**config.mk**
```make
export PLATFORM = sky130hd
export DESIGN_NAME = parking_gate_controller_flat
export DESIGN_NICKNAME = d
export VERILOG_FILES = /design/src/rtl/parking_gate_controller_if.sv /design/src/rtl/parking_gate_controller.sv /design/src/flat_wrapper.sv
export SDC_FILE = /design/constraint.sdc
export NUM_CORES = 1
export LEC_CHECK = 0
export CORE_MARGIN = 2
export CORE_UTILIZATION = 40
export CTS_CLUSTER_SIZE = 24
export DETAILED_ROUTE_END_ITERATION = 8
export GPL_ROUTABILITY_DRIVEN = 1
export GPL_TIMING_DRIVEN = 0
export SYNTH_ARGS = -nofsm -noshare
export SYNTH_HDL_FRONTEND = slang
export SYNTH_SLANG_ARGS = --single-unit
```
**constraint.sdc**
```tcl
create_clock -name clock -period 9.97 [get_ports clock]
set_input_delay 2.4925 -clock clock [delete_from_list [all_inputs] [get_ports clock]]
set_output_delay 2.4925 -clock clock [all_outputs]
set_load 0.005 [all_outputs]
```
**src/rtl/parking_gate_controller_if.sv**
```systemverilog
// parking_gate_controller_if: gate requests, door commands and occupancy status
interface parking_gate_controller_if #(
  parameter int N_ENTRY = 2,
  parameter int N_EXIT  = 2,
  parameter int CNT_W   = 4
);
  logic [N_ENTRY-1:0] car_entry_request;
  logic [N_EXIT-1:0]  car_exit_request;
  logic [N_ENTRY-1:0] open_entry_door;
  logic [N_EXIT-1:0]  open_exit_door;
  logic [CNT_W-1:0]   occupancy;
  logic               garage_is_complete;
  logic               garage_is_empty;
  logic               entry_rejected;
  modport master (
    output car_entry_request, car_exit_request,
    input  open_entry_door, open_exit_door, occupancy,
    input  garage_is_complete, garage_is_empty, entry_rejected
  );
  modport slave (
    input  car_entry_request, car_exit_request,
    output open_entry_door, open_exit_door, occupancy,
    output garage_is_complete, garage_is_empty, entry_rejected
  );
endinterface

```
**src/rtl/parking_gate_controller.sv**
```systemverilog
// parking_gate_controller: per-gate door FSMs with capacity-limited entry and exit grants
module parking_gate_controller #(
  parameter int MAX_NUM   = 10,
  parameter int CNT_W     = 4,
  parameter int N_ENTRY   = 2,
  parameter int N_EXIT    = 2,
  parameter int DOOR_HOLD = 4
) (
  input logic clock,
  input logic reset,
  parking_gate_controller_if.slave bus
);
  localparam int N  = N_ENTRY + N_EXIT;
  localparam int HW = $clog2(DOOR_HOLD + 1);
  typedef enum logic [1:0] {IDLE, OPEN, COOLDOWN} st_t;
  st_t              st   [N];
  logic [HW-1:0]    hold [N];
  logic [N-1:0]     req, grant, door;
  logic [CNT_W-1:0] occ;
  logic [CNT_W:0]   ent_room, ent_cnt, ext_cnt;
  logic             ent_rej, rej;
  assign req      = {bus.car_exit_request, bus.car_entry_request};
  assign ent_room = CNT_W'(MAX_NUM) - {1'b0, occ};
  // Both limits use start-of-cycle occupancy, so exits never make room for same-cycle entries
  always_comb begin
    grant   = '0;
    ent_cnt = '0;
    ext_cnt = '0;
    ent_rej = 1'b0;
    for (int i = 0; i < N_ENTRY; i++)
      if (st[i] == IDLE && req[i]) begin
        if (ent_cnt < ent_room) begin
          grant[i] = 1'b1;
          ent_cnt  = ent_cnt + 1'b1;
        end else ent_rej = 1'b1;
      end
    for (int i = N_ENTRY; i < N; i++)
      if (st[i] == IDLE && req[i] && ext_cnt < {1'b0, occ}) begin
        grant[i] = 1'b1;
        ext_cnt  = ext_cnt + 1'b1;
      end
  end
  always_ff @(posedge clock) begin
    if (reset) begin
      for (int i = 0; i < N; i++) begin
        st[i]   <= IDLE;
        hold[i] <= '0;
      end
      door <= '0;
      occ  <= '0;
      rej  <= 1'b0;
    end else begin
      for (int i = 0; i < N; i++)
        if (grant[i]) begin
          st[i]   <= OPEN;
          hold[i] <= HW'(DOOR_HOLD - 1);
          door[i] <= 1'b1;
        end else if (st[i] == OPEN) begin
          if (hold[i] == '0) begin
            st[i]   <= COOLDOWN;
            door[i] <= 1'b0;
          end else hold[i] <= hold[i] - 1'b1;
        end else if (st[i] == COOLDOWN) st[i] <= IDLE;
      occ <= CNT_W'({1'b0, occ} + ent_cnt - ext_cnt);
      rej <= ent_rej;
    end
  end
  assign bus.open_entry_door    = door[N_ENTRY-1:0];
  assign bus.open_exit_door     = door[N-1:N_ENTRY];
  assign bus.occupancy          = occ;
  assign bus.garage_is_complete = occ == CNT_W'(MAX_NUM);
  assign bus.garage_is_empty    = occ == '0;
  assign bus.entry_rejected     = rej;
endmodule
```
**src/flat_wrapper.sv**
```systemverilog
// flat-port wrapper written by rule: the top's interface ports become plain ports
module parking_gate_controller_flat 
#(
  parameter int MAX_NUM   = 10,
  parameter int CNT_W     = 4,
  parameter int N_ENTRY   = 2,
  parameter int N_EXIT    = 2,
  parameter int DOOR_HOLD = 4
)
  (clock, reset, bus_car_entry_request, bus_car_exit_request, bus_open_entry_door, bus_open_exit_door, bus_occupancy, bus_garage_is_complete, bus_garage_is_empty, bus_entry_rejected);
  parking_gate_controller_if #(.N_ENTRY(N_ENTRY), .N_EXIT(N_EXIT), .CNT_W(CNT_W)) bus_i ();
  input logic clock;
  input logic reset;
  input wire logic [$bits(bus_i.car_entry_request)-1:0] bus_car_entry_request;
  input wire logic [$bits(bus_i.car_exit_request)-1:0] bus_car_exit_request;
  output wire logic [$bits(bus_i.open_entry_door)-1:0] bus_open_entry_door;
  output wire logic [$bits(bus_i.open_exit_door)-1:0] bus_open_exit_door;
  output wire logic [$bits(bus_i.occupancy)-1:0] bus_occupancy;
  output wire logic [$bits(bus_i.garage_is_complete)-1:0] bus_garage_is_complete;
  output wire logic [$bits(bus_i.garage_is_empty)-1:0] bus_garage_is_empty;
  output wire logic [$bits(bus_i.entry_rejected)-1:0] bus_entry_rejected;
  assign bus_i.car_entry_request = bus_car_entry_request;
  assign bus_i.car_exit_request = bus_car_exit_request;
  assign bus_open_entry_door = bus_i.open_entry_door;
  assign bus_open_exit_door = bus_i.open_exit_door;
  assign bus_occupancy = bus_i.occupancy;
  assign bus_garage_is_complete = bus_i.garage_is_complete;
  assign bus_garage_is_empty = bus_i.garage_is_empty;
  assign bus_entry_rejected = bus_i.entry_rejected;
  parking_gate_controller #(.MAX_NUM(MAX_NUM), .CNT_W(CNT_W), .N_ENTRY(N_ENTRY), .N_EXIT(N_EXIT), .DOOR_HOLD(DOOR_HOLD)) u_core (.clock(clock), .reset(reset), .bus(bus_i));
endmodule
```
Fig. 1: run 1, I/O nets highlighted
Drawn at 4 px/micron.
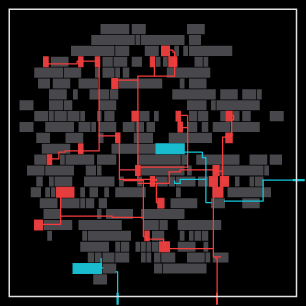
| color | port | bits | direction | edge | end cells | buffers | wire |
|---|---|---|---|---|---|---|---|
| red | reset | 1 | input | south | 26 | 3 | 322 microns |
| cyan | bus_open_entry_door | 2 | output | 1 east, 1 south | 2 | 2 | 60.6 microns |
Port Buf Inserts: 15
count of pins on the block boundary: 17

Fig. 2: run 1, cells colored by class
Drawn at 4 px/micron.
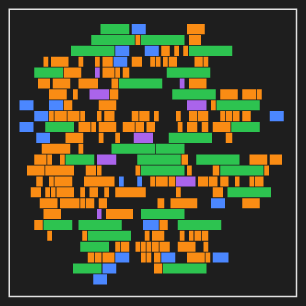
| color | class | cells |
|---|---|---|
| purple | clock drivers and dummy loads | 8 |
| blue | remaining buffers and delay cells | 19 |
| orange | combinational and other logic | 143 |
| green | sequential cells | 29 |
utilization after layout: 48.5%
# rows: 24

==> flow_results.org, run 1 <==
* Flow results

** Route
- Routed wire length on met3 :: 135 microns
- Per the post-route antenna check, the number of violating nets is 0.

** Worst setup path
- Data on the critical path is required at its endpoint by 10120 ps.
- End of the worst register-to-register path :: u_core.bus.occupancy[3]
- Kind of critical path :: in2reg
- Critical path's largest stage delay :: 480 ps

** Timing
- The final max-slew violation count recorded for this run is 0.

** Global route
- Global route summary, busiest routing layer listed as met2.
- GR Layer Usage met2 :: 23.5%
- Entering global routing, the biggest net connects 11 pins.

** Run status
- Result of the run :: finished, final reports clean

** Logic synthesis
- Cell area after synthesis :: between 0.0015 and 0.002 sq mm
- Register area share after synthesis :: 42.9%
- Fraction of registers with async set/reset :: 0%
- Of all cell types, the one taking the most synthesized area is sky130_fd_sc_hd__edfxtp_1.
- Per the synthesis report, the single largest cell type by area occupies 33.0% of cell area.
- Number of distinct library cell variants in the gate-level netlist after synthesis :: ~42

** Layout
- The finished design was reported to have a net count of 224.
- The final layout report lists a non-clock inverter count of 24.

** Die
- The die is about 70 microns wide.

** Clock tree
- TritonCTS built the clock tree.
- After clock tree synthesis, the repair step resized 0 gates.

** Power
- Leak :: around 0.85 nW
Fig. 3: run 1, local utilization
Drawn at 4 px/micron. 7 x 7 tiles, from dark blue (low) to red (high), 0 to 100% covered.
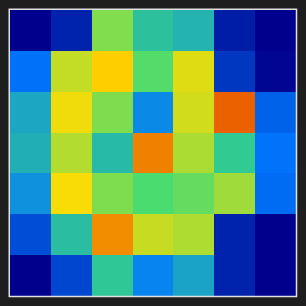
nearly empty tiles: 12%
mean over tiles: 40%
tiles over 75% full: 8.2%
emptiest ninth of the die: south-east
fullest tile: 89%
fraction of the core area occupied by cells at floorplan: 41.8%
placeable core region: 0.00435 sq mm

[run 1: power groups by stage]
stage	clock, mW	combinational, mW	sequential, mW
6_report	0.0927	0.341	0.237
5_1_grt	0.101	0.395	0.245
4_1_cts	0.0941	0.347	0.237
3_5_place_dp	0	0.344	0.239
3_3_place_gp	0	0.326	0.235
2_1_floorplan	0	0.251	0.232
[run 1: stage by stage]
step	instance area [sq um]	cells	total power, mW	hold slack (ps)	worst slack, ps
global route	2110	251	0.741	509	4660
floorplan	1820	176	0.483	453	5260
finish	2110	251	0.671	473	4820
global placement	2030	243	0.561	447	4540
detailed placement	2030	243	0.583	464	4500
CTS	2110	251	0.678	477	4780
[run 1: state kept, by name, indices dropped and copies added, names as in the netlist]
signal	count
u_core.hold	12
u_core.bus.occupancy	4
u_core.door	4
u_core.bus.entry_rejected	1
u_core.st	8
## Run 2: what changed since run 1
- clock period: 9.97 -> 4.2 ns (I/O delays scaled with it)
Fig. 4: run 2, local utilization
Drawn at 4 px/micron. 7 x 7 tiles, from dark blue (low) to red (high), 0 to 100% covered.
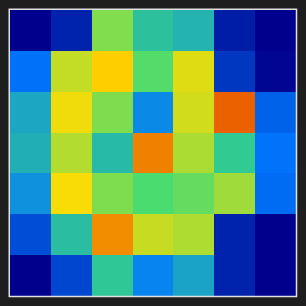
emptiest ninth of the die: south-east
nearly empty tiles: 12%
tiles over 75% full: 8.2%
fullest tile: 89%
mean over tiles: 40%

==> run 2 against run 1 <==
Global-route usage did not move. Combinational power rose by 140%. Critical path depth did not move. Clock skew did not move. Die size did not move. Sequential share of layout area did not move. Power rose by 140%. Non-clock buffer count did not move. Hold slack did not move. Register-to-register slack got worse by 5800 ps. Sequential power rose by 140%. Critical path type unchanged.
==> flow_results.org, run 2 <==
* Flow results

** Logic synthesis
- The number of distinct library cell variants in the gate-level netlist after synthesis came to 42 (unchanged).
- The share of async-settable or async-resettable flops after synthesis is 0% (unchanged).
- Cell area after synthesis :: 0.00182 sq mm (unchanged)
- The top-area cell type share of the netlist area is 33.0% (unchanged).
- Register area share after synthesis :: 42.9% (unchanged)
- Most area-hungry cell type in the Yosys netlist :: sky130_fd_sc_hd__edfxtp_1

** Worst setup path
- End of the worst register-to-register path :: u_core.bus.occupancy[3]
- Critical path's largest stage delay :: 480 ps (about the same)
- Data required time at the worst endpoint :: 4350 ps (-5770 ps)
- Kind of critical path :: in2reg

** Clock tree
- CTS tree :: yes
- The post-cts resize count came to 0 (unchanged).

** Power
- Clk. pwr :: 0.220 mW (+140%)
- The sequential power was 0.563 mW (+140%).
- Combinational Power :: 0.811 mW (+140%)
- Per report_power, the top consumer among the power groups is combinational cells.

** Layout
- Utilization after layout :: 48.5% (unchanged)
- Largest registers ranked by flip-flop count :: u_core.hold (12), u_core.st (8)
- The number of nets in the layout came to 224 (unchanged).
- The flip-flop count of the largest register after layout came to 12 (unchanged).
- Inverters :: 24 (unchanged)

** Die
- # rows :: 24 (unchanged)
- Chip width :: 71.4 microns (unchanged)
- The standard cell core area came to 0.00435 sq mm (unchanged).
- The count of pins on the block boundary came to 17 (unchanged).
- Fraction of the core area occupied by cells at floorplan :: 41.8% (unchanged)

** Timing
- Final Max-Slew Violation Tally :: 0 (unchanged)
- Final worst setup slack :: 496 ps (-4330 ps)

** Global route
- The global routing stage identified its most utilized layer as met2.
- The maximum number of pins on one net before global-route repair is 11 (unchanged).

** Run status
- Result of the run :: finished, final reports clean

** Route
- The remaining antenna violation count after routing is 0 (unchanged).
- Routed wire length on met3 :: 135 microns (unchanged)
==> run 2: cell counts after synthesis <==
No cell type changed its count.
==> run 2: through the flow <==
stage	cells	hold slack, ps	power, mW	instance area (sq um)
after floorplan	176	453	1.15	1820
after global placement	243	447	1.33	2030
after detailed placement	243	464	1.38	2030
after CTS	251	477	1.61	2110
after global routing	251	509	1.76	2110
final	251	473	1.59	2110
==> run 2: worst max-delay path by stage <==
stage                     slack, ps                      end  cells past startpoint
after floorplan                 930  u_core.bus.occupancy[3]                     12
after global placement          220  u_core.bus.occupancy[3]                     13
after detailed placement        170  u_core.bus.occupancy[3]                     13
after CTS                       450  u_core.bus.occupancy[3]                     13
after global routing            250  u_core.bus.occupancy[3]                     14
final                           500  u_core.bus.occupancy[3]                     13
Fig. 5: run 2, I/O nets highlighted
Drawn at 4 px/micron.
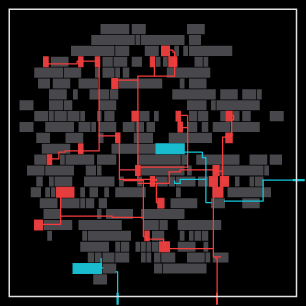

## Run 3: what changed since run 2
- CORE_UTILIZATION: 40 -> 50
- PLACE_DENSITY: unset -> 0.74
Fig. 6: run 3, I/O nets highlighted
Drawn at 4 px/micron.
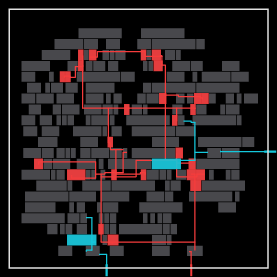
| color | port | bits | direction | edge | end cells | buffers | wire |
|---|---|---|---|---|---|---|---|
| red | reset | 1 | input | south | 26 | 3 | 284 microns |
| cyan | bus_open_entry_door | 2 | output | 1 east, 1 south | 2 | 2 | 47.9 microns |

==> run 3 against run 2 <==
Core utilization up 13 points. Hold slack worse by 0.96 ps. Sequential power about the same. Routed wire length down 0.71%. Die size down 19%. Final cell count down 2.4%. Global-route usage up 4.1 points. Critical path type unchanged. Cell area down 1.3%. Largest cell class unchanged. Sequential cell count unchanged. First-iteration DRC count up 36%. Highest routed layer unchanged. Register-to-register slack better by 110 ps.
==> flow_results.org, run 3 <==
* Flow results

** Run status
- The run finished with clean final reports.

** Die
- The overall die width is 64.3 microns (-10%).
- Fraction of the core area occupied by cells at floorplan :: 53.2% (+11 points)
- Placeable core region :: 0.00342 sq mm (-22%)
- The count of pins on the block boundary is 17 (unchanged).

** Layout
- Utilization after layout :: 61.1% (+13 points)
- The final standard cell count with taps included and fillers excluded came to 245 (-2.4%).
- Largest register FFs :: 12 (unchanged)
- Nets@finish :: 224 (unchanged)
- The registers reported with the highest flop counts are u_core.hold (12), u_core.st (8).
- The final standard cell area without fillers came to 0.00209 sq mm (-1.3%).

** Clock tree
- TritonCTS built the clock tree.
- Number of resized instances in the post-cts repair step :: 0 (unchanged)

** Logic synthesis
- Cell area after synthesis :: 0.00182 sq mm (unchanged)
- The top-area cell type share of the netlist area was 33.0% (unchanged).
- The sequential fraction of the synthesis area is 42.9% (unchanged).
- Summed over all instances, the cell type with the most area after synthesis is sky130_fd_sc_hd__edfxtp_1.
- The number of distinct library cell variants in the gate-level netlist after synthesis was 42 (unchanged).

** Route
- The remaining antenna violation count after routing came to 0 (unchanged).

** Worst setup path
- Levels on crit path :: 13 (unchanged)
- The largest incremental delay on the critical path came to 470 ps (about the same).
- Worst setup path endpoint :: u_core.bus.occupancy[3]
- The data required time at the worst endpoint came to 4420 ps (+70 ps).
- The endpoint identified for the worst register-to-register timing path is u_core.bus.occupancy[3].

** Timing
- Worst-case hold slack :: 472 ps (-0.964 ps)

** Global route
- The maximum number of pins on one net before global-route repair was 11 (unchanged).

** Power
- The overall power came to 1.56 mW (-1.9%).

** Placement
- The cell area after placement came to 0.00203 sq mm (-0.37%).
==> run 3: where the power goes <==
| group | leakage (nW) | internal (mW) | switching, mW | total, mW |
|---|---|---|---|---|
| clock | 0.0357 | 0.0786 | 0.102 | 0.180 |
| sequential | 0.291 | 0.465 | 0.0964 | 0.561 |
| combinational | 0.518 | 0.378 | 0.444 | 0.822 |
| total | 0.844 | 0.921 | 0.642 | 1.56 |
==> run 3: worst min-delay path, cell delays in order, from the launching register on <==
cell	delay, ps
sky130_fd_sc_hd__dfxtp_1	320
sky130_fd_sc_hd__nand2_1	50
sky130_fd_sc_hd__a21oi_1	60
==> run 3: per-layer routing <==
metal  wire length, microns  GRT usage [%]  share of wire (%)
met4                     60           7.18                1.8
met5                      0              0                  0
met3                    169           4.93                5.0
met1                   1490           23.0                 44
met2                   1660           31.6                 49
No activity file was given, so power comes from the tool's default toggle rates.
